clocks.png
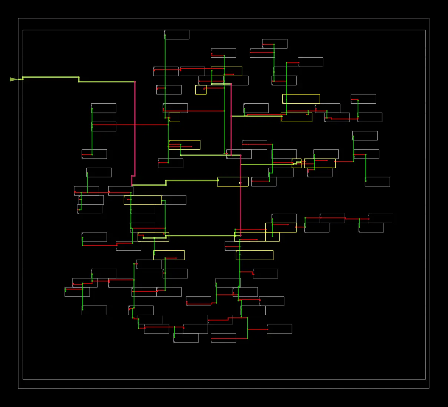
io_placement.png
Pins as bars across the die edge, other pins in grey.
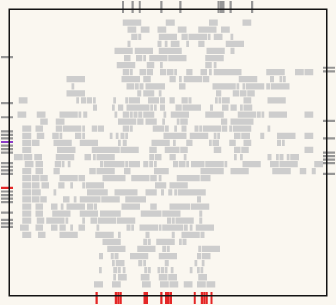
logic_types.png
Scale bar: 20 um.
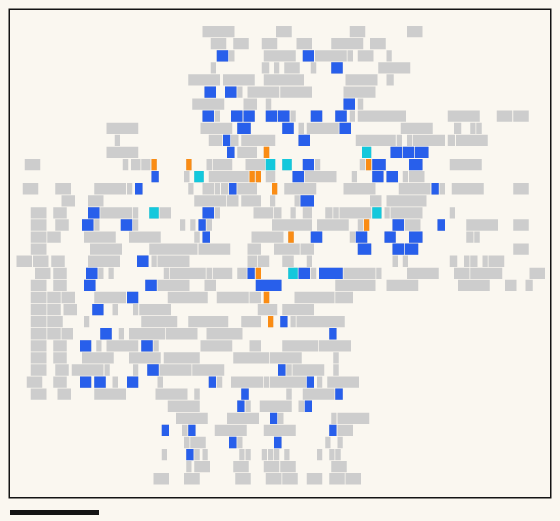
$ cat src/rtl/seq_addsub_nbit.sv
// Multi-cycle WIDTH-bit adder/subtractor: adds CHUNK bits per clock with a
// rippled carry, using a start/busy/done handshake. Also reports carry-out and signed overflow.
module seq_addsub_nbit #(
  parameter int WIDTH = 16,
  parameter int CHUNK = 4
) (
  input  logic             clk,
  input  logic             rst,
  input  logic             start,
  input  logic             Sub,
  input  logic [WIDTH-1:0] FA,
  input  logic [WIDTH-1:0] FB,
  input  logic             Cin,
  output logic             busy,
  output logic             done,
  output logic [WIDTH-1:0] Sum,
  output logic             Cout,
  output logic             Ovf
);

  localparam int N     = WIDTH / CHUNK;
  localparam int IDX_W = (N > 1) ? $clog2(N) : 1;
  localparam logic [IDX_W-1:0] LAST_IDX = IDX_W'(N - 1);

  typedef enum logic [1:0] {S_IDLE, S_RUN, S_DONE} state_e;

  state_e           state_q, state_d;
  logic [WIDTH-1:0] a_q, a_d;
  logic [WIDTH-1:0] b_q, b_d;          // B already inverted for subtract
  logic [WIDTH-1:0] psum_q, psum_d;
  logic [WIDTH-1:0] sum_q, sum_d;
  logic [IDX_W-1:0] idx_q, idx_d;
  logic             carry_q, carry_d;
  logic             cout_q, cout_d;
  logic             ovf_q, ovf_d;

  logic             accept;
  logic             last;
  int               base;
  logic [CHUNK:0]   chunk_sum;

  // A new operation may be captured from IDLE or from the DONE cycle, never during RUN.
  assign accept    = start && (state_q != S_RUN);
  assign last      = (state_q == S_RUN) && (idx_q == LAST_IDX);
  assign base      = int'(idx_q) * CHUNK;
  assign chunk_sum = {1'b0, a_q[base +: CHUNK]} + {1'b0, b_q[base +: CHUNK]}
                   + {{CHUNK{1'b0}}, carry_q};

  // NOTE: sequential state uses non-blocking assignments so every register
  // samples pre-edge values regardless of statement order.
  always_ff @(posedge clk) begin
    if (rst) state_q <= S_IDLE;
    else     state_q <= state_d;
  end

  always_comb begin
    state_d = state_q;
    unique case (state_q)
      S_IDLE:  if (start) state_d = S_RUN;
      S_RUN:   if (last)  state_d = S_DONE;
      S_DONE:  state_d = start ? S_RUN : S_IDLE;
      default: state_d = S_IDLE;
    endcase
  end

  always_comb begin
    // NOTE: every next-state value defaults to its register first; without
    // this any path that skips an assignment would infer a latch.
    a_d     = a_q;
    b_d     = b_q;
    psum_d  = psum_q;
    sum_d   = sum_q;
    idx_d   = idx_q;
    carry_d = carry_q;
    cout_d  = cout_q;
    ovf_d   = ovf_q;
    if (accept) begin
      a_d     = FA;
      b_d     = Sub ? ~FB : FB;
      carry_d = Sub ^ Cin;
      idx_d   = '0;
    end else if (state_q == S_RUN) begin
      psum_d[base +: CHUNK] = chunk_sum[CHUNK-1:0];
      carry_d = chunk_sum[CHUNK];
      idx_d   = idx_q + IDX_W'(1);
      if (last) begin
        sum_d  = psum_d;
        cout_d = chunk_sum[CHUNK];
        ovf_d  = (a_q[WIDTH-1] == b_q[WIDTH-1]) && (psum_d[WIDTH-1] != a_q[WIDTH-1]);
      end
    end
  end

  always_ff @(posedge clk) begin
    if (rst) begin
      a_q     <= '0;
      b_q     <= '0;
      psum_q  <= '0;
      sum_q   <= '0;
      idx_q   <= '0;
      carry_q <= 1'b0;
      cout_q  <= 1'b0;
      ovf_q   <= 1'b0;
    end else begin
      a_q     <= a_d;
      b_q     <= b_d;
      psum_q  <= psum_d;
      sum_q   <= sum_d;
      idx_q   <= idx_d;
      carry_q <= carry_d;
      cout_q  <= cout_d;
      ovf_q   <= ovf_d;
    end
  end

  always_comb begin
    busy = (state_q == S_RUN);
    done = (state_q == S_DONE);
    Sum  = sum_q;
    Cout = cout_q;
    Ovf  = ovf_q;
  end

endmodule

$ cat config.mk
export PLATFORM = sky130hd
export DESIGN_NAME = seq_addsub_nbit
export DESIGN_NICKNAME = d
export VERILOG_FILES = /design/src/rtl/seq_addsub_nbit.sv
export SDC_FILE = /design/constraint.sdc
export NUM_CORES = 1
export LEC_CHECK = 0
export CAP_MARGIN = 20
export CORE_ASPECT_RATIO = 0.9
export CORE_UTILIZATION = 25
export CTS_CLUSTER_DIAMETER = 100
export CTS_CLUSTER_SIZE = 8
export DETAILED_ROUTE_END_ITERATION = 10
export GPL_ROUTABILITY_DRIVEN = 0
export GPL_TIMING_DRIVEN = 1
export PLACE_DENSITY = 0.52
export SYNTH_ARGS = -nofsm -noshare
export SYNTH_HDL_FRONTEND = slang
export SYNTH_SLANG_ARGS = --single-unit
$ cat constraint.sdc
create_clock -name clk -period 3 [get_ports clk]
set_input_delay 0.3 -clock clk [delete_from_list [all_inputs] [get_ports clk]]
set_output_delay 0.3 -clock clk [all_outputs]
set_load 0.01 [all_outputs]
==> summary.txt <==
Purpose: to document the outcome of synthesis and place and route.

Global route
The most used routing layer in global routing is met2. The global-route wire length before repair is 12730 um. The number of antenna violations at the first check in global routing is 0. The global route stage reports its total congestion overflow as 0. The maximum number of pins on one net before global-route repair is 72. On met2, the global router reports a usage of 19.16%. Global routing used 16.66% of the available met1 tracks.

Final timing
The final tally of hold violations is 0. Of the available clock period, the critical path in the final layout requires 91.77%. Setup repair after global routing left no endpoint under its margin. Per the final report, max-transition violations number 0. For this run, the final setup violation count is recorded as 0. After routing, the total negative slack on setup checks comes to 0 ns.

Pwr
The leakage dissipation is 1.542 nW. The worst voltage drop across the vdd grid is 243.8 uV.

Job
Max-cap violations in this run came to 0.

Route
The violation count after the first detailed-routing iteration is 97. After detailed routing, the number of remaining DRC violations is 0. The tally of nets with antenna violations remaining after routing is 0. The via density per instance is 4.595.

After detailed routing, the met2 layer carries 3296 um of wire. The number of vias in the routed layout is 2624. The routed length on met1 is 3734 um.

The routed length per instance is 13.07 um.

Clock network
The deepest clock path buffer count is 2. The tree is rooted in a clkbuf_16. The clock-pin slew reported for the worst setup and hold paths after clock tree synthesis is 0.06 ns. TritonCTS built the clock tree.

The number of cells upsized or downsized after cts is 0. The clock latency on the worst-skew pair is 0.33 ns.

Layout
The library cells used most frequently in the layout, excluding fill and tap cells, are 71 x dfxtp_1, 58 x nor2_1, 55 x clkdlybuf4s50_1, 41 x nand2_1, 30 x a211oi_1. The antenna diode count is 0. In the final design database the tool counted 454 nets. The number of filler instances in the final layout is 1274.

Yosys
Measured against the total synthesized area, the mux share comes to 5.603%. The total nets after synthesis is 403. The number of register bits inferred by synthesis is 71. The number of distinct library cell variants in the gate-level netlist after synthesis is 33. The number of cells in the yosys synthesis report is 355.

Among the non-sequential cells, AND-OR/OR-AND gates take the most area. Dividing the synthesized area by the synthesized cell count gives 9.058 sq um. In this run the cell area of the synthesized design comes to 0.003216 sq mm.

Critical path
The worst register-to-register path has a depth of 7. The kind of launch point of the worst setup path is a register. Looking at the reg2reg group, the worst path ends at Ovf. The kind of end point of the critical path is a register. The highest fanout seen on the critical path is 8.

The critical register-to-register path startpoint is idx_q[0].

Min path
The launch point of the worst min-delay path is recorded as a_q[11]. The path with the worst hold slack has its endpoint at a_q[11].

Die
Once the floorplan was initialized, standard cells occupied 26.11% of the core.

Outcome
The flow ran to the end, and the final reports show no timing, DRC or antenna violations.

Placed design
The worst slack at placement is 0.2676 ns.
## Picture notes: clocks.png
Sink Count: 71
Layout Skew: 0.008226 ns
registers: 71

## Picture notes: io_placement.png
port	colour	pins	direction	edge
Cin	purple	1	input	left
FA	red	16	input	15 bottom, 1 left
all pins by edge	23 left, 15 bottom, 10 top, 9 right
chip width: 121.5 um
vertical extent of the die: 109.6 um
count of port buffers added during placement: 56

## Picture notes: logic_types.png
family	colour	cells	most used
inverting AOI/OAI gates	blue	81	a211oi_1
AND and OR gates	cyan	7	and2_1
inverters	orange	12	inv_1
share of the final layout cell area in multi-input gates: 38.50%
non-filler instance count after layout: 571
top logic cell by instance count in the layout: dfxtp_1

==> layout make-up <==
class                      count  share of cell area (%)
multi-input combinational    248                   38.50
sequential                    71                   33.19
timing repair buffer          64                   14.37
clock buffer                   9                   5.259
tap                          160                   4.674
clock inverter                 7                   2.951
inverter                      12                   1.052
==> power by group <==
part           internal, mW  total, mW  switching (mW)
Clock                 0.823       1.25           0.427
Sequential            0.991       1.02          0.0305
Combinational         0.152      0.333           0.182
Total                  1.97       2.60           0.639
==> worst max-delay path, cell delays in order (launching register included) <==
cell      delay, ns
dfxtp_1        0.55
mux4_2         0.57
fa_1           0.43
a21o_1         0.20
a21oi_4        0.19
xnor2_2        0.16
a211o_1        0.30
a311oi_2       0.25
==> synth_stat cells (2+ instances only) <==
master | count | share of area (%)
a221o_1 | 2 | 0.62
buf_2 | 8 | 1.2
and2_1 | 4 | 0.78
clkbuf_1 | 15 | 1.8
nand2_1 | 41 | 4.8
ha_1 | 9 | 3.5
dfxtp_1 | 71 | 44
nor2_1 | 58 | 6.8
inv_2 | 2 | 0.23
nor2b_1 | 4 | 0.78
inv_1 | 10 | 1.2
a221oi_1 | 7 | 1.9
a21oi_1 | 22 | 3.4
a211oi_1 | 30 | 7.0
xnor2_1 | 18 | 4.9
mux4_2 | 8 | 5.6
fa_1 | 2 | 1.2
nand2b_1 | 2 | 0.39
a22oi_1 | 14 | 3.3
nor3_1 | 10 | 1.6
o21ai_0 | 4 | 0.62
and3_1 | 3 | 0.58
==> stage by stage <==
stage	hold WS, ns	cell area [sq um]	instances	total power [mW]	util, %
finish	0.4581	4283	571	2.605	34.78
global route	0.4726	4283	571	2.720	34.78
CTS	0.4562	4283	571	2.630	34.78
global placement	0.4465	3931	555	1.374	31.92
floorplan	0.4331	3216	355	1.254	-
detailed placement	0.4475	3931	555	1.380	31.92
No activity file was given, so power comes from the tool's default toggle rates.
